## src/rtl/uart_rx_pkg.sv

```systemverilog
// Shared definitions for the UART receive path.
// - DefaultClksPerBit: 12 MHz system clock / 115200 baud; the transmitter uses the same
//   value so both ends agree on the bit period.
// - rx_state_e: receiver FSM state encoding (3 bits).
package uart_rx_pkg;

  localparam int unsigned DefaultClksPerBit = 104;

  typedef enum logic [2:0] {
    StIdle     = 3'd0,
    StStart    = 3'd1,
    StData     = 3'd2,
    StStop     = 3'd3,
    StWaitIdle = 3'd4
  } rx_state_e;

endpackage

```

## src/rtl/sync_2ff.sv

```systemverilog
// Two-flop synchronizer for an asynchronous single-bit input.
// Parameters:
//   ResetValue  value both flops take while reset is high
// Ports:
//   clk    in   destination clock
//   reset  in   asynchronous, active-high
//   d      in   asynchronous input
//   q      out  synchronized output (two clk cycles of latency)
module sync_2ff #(
  parameter logic ResetValue = 1'b0
) (
  input  logic clk,
  input  logic reset,
  input  logic d,
  output logic q
);

  logic meta_q;
  logic sync_q;

  always_ff @(posedge clk or posedge reset) begin
    if (reset) begin
      meta_q <= ResetValue;
      sync_q <= ResetValue;
    end else begin
      meta_q <= d;
      sync_q <= meta_q;
    end
  end

  assign q = sync_q;

endmodule

```

## src/rtl/uart_rx.sv

```systemverilog
// 8N1 UART receiver with mid-bit sampling and a one-entry output buffer.
// Parameters:
//   CLKS_PER_BIT   system clocks per bit (>= 4)
// Ports:
//   CLK            in   system clock
//   reset          in   asynchronous, active-high
//   rx             in   asynchronous serial line, idles high
//   rd_ack         in   consumer pulse: clears data_valid, overrun, framing_error
//   data           out  last good byte received
//   data_valid     out  data holds an unconsumed byte
//   framing_error  out  sticky: a stop bit was sampled low
//   overrun        out  sticky: a good byte was dropped while data_valid was set
//   busy           out  receiver FSM is not idle
module uart_rx
  import uart_rx_pkg::*;
#(
  parameter int unsigned CLKS_PER_BIT = DefaultClksPerBit
) (
  input  logic       CLK,
  input  logic       reset,
  input  logic       rx,
  input  logic       rd_ack,
  output logic [7:0] data,
  output logic       data_valid,
  output logic       framing_error,
  output logic       overrun,
  output logic       busy
);

  localparam int unsigned CntW = $clog2(CLKS_PER_BIT);
  localparam logic [CntW-1:0] HalfLoad = CntW'((CLKS_PER_BIT - 1) / 2);
  localparam logic [CntW-1:0] BitLoad  = CntW'(CLKS_PER_BIT - 1);

  logic rx_s;

  sync_2ff #(
    .ResetValue(1'b1)
  ) u_rx_sync (
    .clk  (CLK),
    .reset(reset),
    .d    (rx),
    .q    (rx_s)
  );

  rx_state_e       state_q, state_d;
  logic [CntW-1:0] cnt_q, cnt_d;
  logic [2:0]      bit_idx_q, bit_idx_d;
  logic [7:0]      sr_q, sr_d;
  logic [7:0]      data_q, data_d;
  logic            valid_q, valid_d;
  logic            ferr_q, ferr_d;
  logic            ovr_q, ovr_d;

  logic tick;
  logic deliver;
  logic ferr_set;

  assign tick = (cnt_q == '0);

  always_comb begin
    state_d   = state_q;
    cnt_d     = cnt_q;
    bit_idx_d = bit_idx_q;
    sr_d      = sr_q;
    deliver   = 1'b0;
    ferr_set  = 1'b0;

    case (state_q)
      StIdle: begin
        if (!rx_s) begin
          // Half a bit to land in the middle of the start bit.
          cnt_d   = HalfLoad;
          state_d = StStart;
        end
      end
      StStart: begin
        if (tick) begin
          if (rx_s) begin
            state_d = StIdle;  // glitch, not a start bit
          end else begin
            cnt_d     = BitLoad;
            bit_idx_d = 3'd0;
            state_d   = StData;
          end
        end else begin
          cnt_d = cnt_q - CntW'(1);
        end
      end
      StData: begin
        if (tick) begin
          sr_d      = {rx_s, sr_q[7:1]};  // LSB first on the wire
          cnt_d     = BitLoad;
          bit_idx_d = bit_idx_q + 3'd1;
          if (bit_idx_q == 3'd7) begin
            state_d = StStop;
          end
        end else begin
          cnt_d = cnt_q - CntW'(1);
        end
      end
      StStop: begin
        if (tick) begin
          if (rx_s) begin
            deliver = 1'b1;
            state_d = StIdle;
          end else begin
            ferr_set = 1'b1;
            state_d  = StWaitIdle;
          end
        end else begin
          cnt_d = cnt_q - CntW'(1);
        end
      end
      StWaitIdle: begin
        // A held-low line (break) must not be re-read as start bits.
        if (rx_s) begin
          state_d = StIdle;
        end
      end
      default: state_d = StIdle;
    endcase
  end

  // Output buffer: an ack and a completing frame in the same cycle leave the new byte valid.
  always_comb begin
    data_d  = data_q;
    valid_d = valid_q;
    ferr_d  = ferr_q;
    ovr_d   = ovr_q;

    if (rd_ack) begin
      valid_d = 1'b0;
      ovr_d   = 1'b0;
      ferr_d  = 1'b0;
    end
    if (deliver) begin
      if (!valid_q || rd_ack) begin
        data_d  = sr_q;
        valid_d = 1'b1;
      end else begin
        ovr_d = 1'b1;
      end
    end
    if (ferr_set) begin
      ferr_d = 1'b1;
    end
  end

  always_ff @(posedge CLK or posedge reset) begin
    if (reset) begin
      state_q   <= StIdle;
      cnt_q     <= '0;
      bit_idx_q <= 3'd0;
      sr_q      <= 8'h00;
      data_q    <= 8'h00;
      valid_q   <= 1'b0;
      ferr_q    <= 1'b0;
      ovr_q     <= 1'b0;
    end else begin
      state_q   <= state_d;
      cnt_q     <= cnt_d;
      bit_idx_q <= bit_idx_d;
      sr_q      <= sr_d;
      data_q    <= data_d;
      valid_q   <= valid_d;
      ferr_q    <= ferr_d;
      ovr_q     <= ovr_d;
    end
  end

  assign data          = data_q;
  assign data_valid    = valid_q;
  assign framing_error = ferr_q;
  assign overrun       = ovr_q;
  assign busy          = (state_q != StIdle);

endmodule

```

## config.mk

```make
export PLATFORM = sky130hd
export DESIGN_NAME = uart_rx
export DESIGN_NICKNAME = d
export VERILOG_FILES = /design/src/rtl/uart_rx_pkg.sv /design/src/rtl/sync_2ff.sv /design/src/rtl/uart_rx.sv
export SDC_FILE = /design/constraint.sdc
export NUM_CORES = 1
export LEC_CHECK = 0
export CORE_MARGIN = 2
export CORE_UTILIZATION = 58
export CTS_BUF_LIST = sky130_fd_sc_hd__clkbuf_8
export DETAILED_ROUTE_END_ITERATION = 8
export HOLD_SLACK_MARGIN = 0.06
export PLACE_DENSITY = 0.89
export SYNTH_ARGS = -nofsm -noshare
export SYNTH_HDL_FRONTEND = slang
export SYNTH_SLANG_ARGS = --single-unit
export TNS_END_PERCENT = 10
```

## constraint.sdc

```tcl
create_clock -name CLK -period 2.5 [get_ports CLK]
set_input_delay 0.25 -clock CLK [delete_from_list [all_inputs] [get_ports CLK]]
set_output_delay 0.25 -clock CLK [all_outputs]
set_load 0.01 [all_outputs]
```

**Cells coloured by class**

Fill, decap, tap and diode cells in grey.
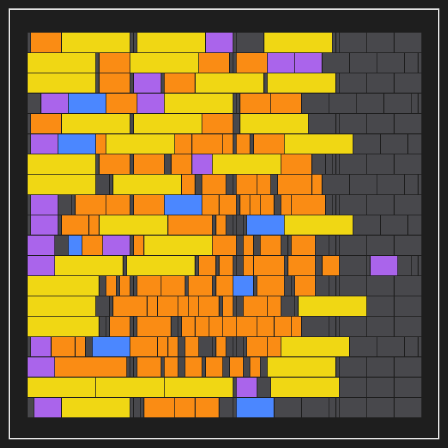
| colour | class | cells | share of their area |
|---|---|---|---|
| yellow | flip-flops | 34 | 45% |
| purple | other buffers and delay cells | 18 | 9.2% |
| blue | clock drivers and dummy loads | 8 | 5.1% |
| orange | all other logic | 99 | 40% |

==> out/metrics.cfg <==
[run_status]
outcome=finished clean

[worst_hold_path]
holdPathEnd=u_rx_sync.q
hold_start=u_rx_sync.meta_q

[critical_path]
slowest_delay_ps=460
required_ps=2670
cp_top_family=simple AND/OR/NAND/NOR gates
crit_fanout=8
crit_path_start_kind=flip-flop
endpoint_kind=flip-flop
startpoint=cnt_q[1]
reg2reg_from=cnt_q[1]
r2r_cells=7

[sta]
hold_slack_ps=364
tightest_slew_ps=468
fmax_mhz=455
setup_viol_count_final=0

[synth]
synthMuxAreaShare_pct=12.1
top_cells_by_area=dfrtp_1 (48%), mux2_2 (11%), dfstp_2 (3.2%), ha_1 (3.0%), nor2_1 (2.3%)
ys_seq_share_pct=51.6
edf_count=0
logic_family=AND-OR/OR-AND gates
common_cells=dfrtp_1 (32), mux2_2 (16), nor2_1 (10), inv_1 (9), a21oi_1 (5)
yosys_cells=139
numSynthFlops=34

[job]
cap_violations=0

[routing]
dr.pass1.iters=4
ant_nets=0

[placement]
dp.final_hpwl_microns=2160
dp_slack_ps=350

[global_route]
grt_pass1_vias=1222
grt_max_degree=35

[clock_tree]
htree_num_levels=2
tritoncts=yes
cts_buffers=5

[cells_and_area]
diodes=0
drive_above_1_share_pct=23.3

[floorplan]
die_h_microns=57.4
core-area_sq_um=2730

[pwr]
vdd_ir_drop_max_v=0.000522

**Signal metal coverage by tile**

Scale bar: 20 microns. 11 x 11 tiles, from black (low) to pale yellow (high), scaled to the fullest tile. Values are wire area over tile area, all layers added.
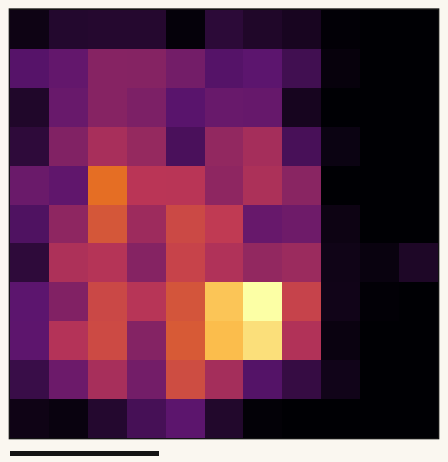
tiles over half the peak: 12%
emptiest ninth of the die: top right
mean over tiles: 0.16
fullest tile: 0.66
nearly empty tiles: 23%

-- per-stage QoR --
step	area (sq um)	utilization [%]	instances
after floorplan	1650	-	139
after global placement	1820	66.6	182
after detailed placement	1820	66.6	182
after CTS	1920	70.1	190
after global routing	1920	70.1	190
final	1920	70.1	190
-- power by group --
part / total (mW) / internal, mW / leakage, nW / switching, mW
clock network: 0.425 / 0.221 / 0.0472 / 0.204
logic: 0.0218 / 0.00673 / 0.389 / 0.0151
registers: 0.556 / 0.553 / 0.453 / 0.00262
-- cell families (layout without fill, tap and decap cells) --
group,after synthesis,after routing
compound gates,35,35
simple gates,33,33
fa+ha+maj,4,4
mux,18,18
flops,34,34
buf+inv,15,35
-- registers in the layout, summed over array words and instances (netlist names) --
signal and flops:
framing_error 1, data 8, u_rx_sync.meta_q 1, cnt_q 7, sr_q 8, u_rx_sync.q 1, bit_idx_q 3, state_q 3
data_valid 1, overrun 1
-- final cells by class --
class / count / area [sq um] / share of cell area [%]
timing repair buffer: 18 / 173 / 9.01
multi-input combinational: 90 / 722 / 37.7
sequential: 34 / 853 / 44.5
clock buffer: 6 / 82.6 / 4.31
tap: 31 / 38.8 / 2.02
clock inverter: 2 / 12.5 / 0.653
inverter: 9 / 33.8 / 1.76
-- metal layers --
metal | wire length, microns | track usage, % | vias up
met1 | 1450 | 31.8 | 605
met3 | 191 | 7.71 | 12
li1 | - | - | 554
met4 | 75 | 7.64 | 0
met5 | 0 | 0 | -
met2 | 1630 | 35.4 | 45
-- worst reg2reg max path, stage by stage (launching register included) --
cell	delay, ps
dfrtp_1	410
inv_1	110
ha_1	180
or3b_1	460
nor3_4	160
buf_4	190
o2111ai_4	230
mux2_2	340
Power figures rest on the tool's default switching activity, not on a simulated workload.
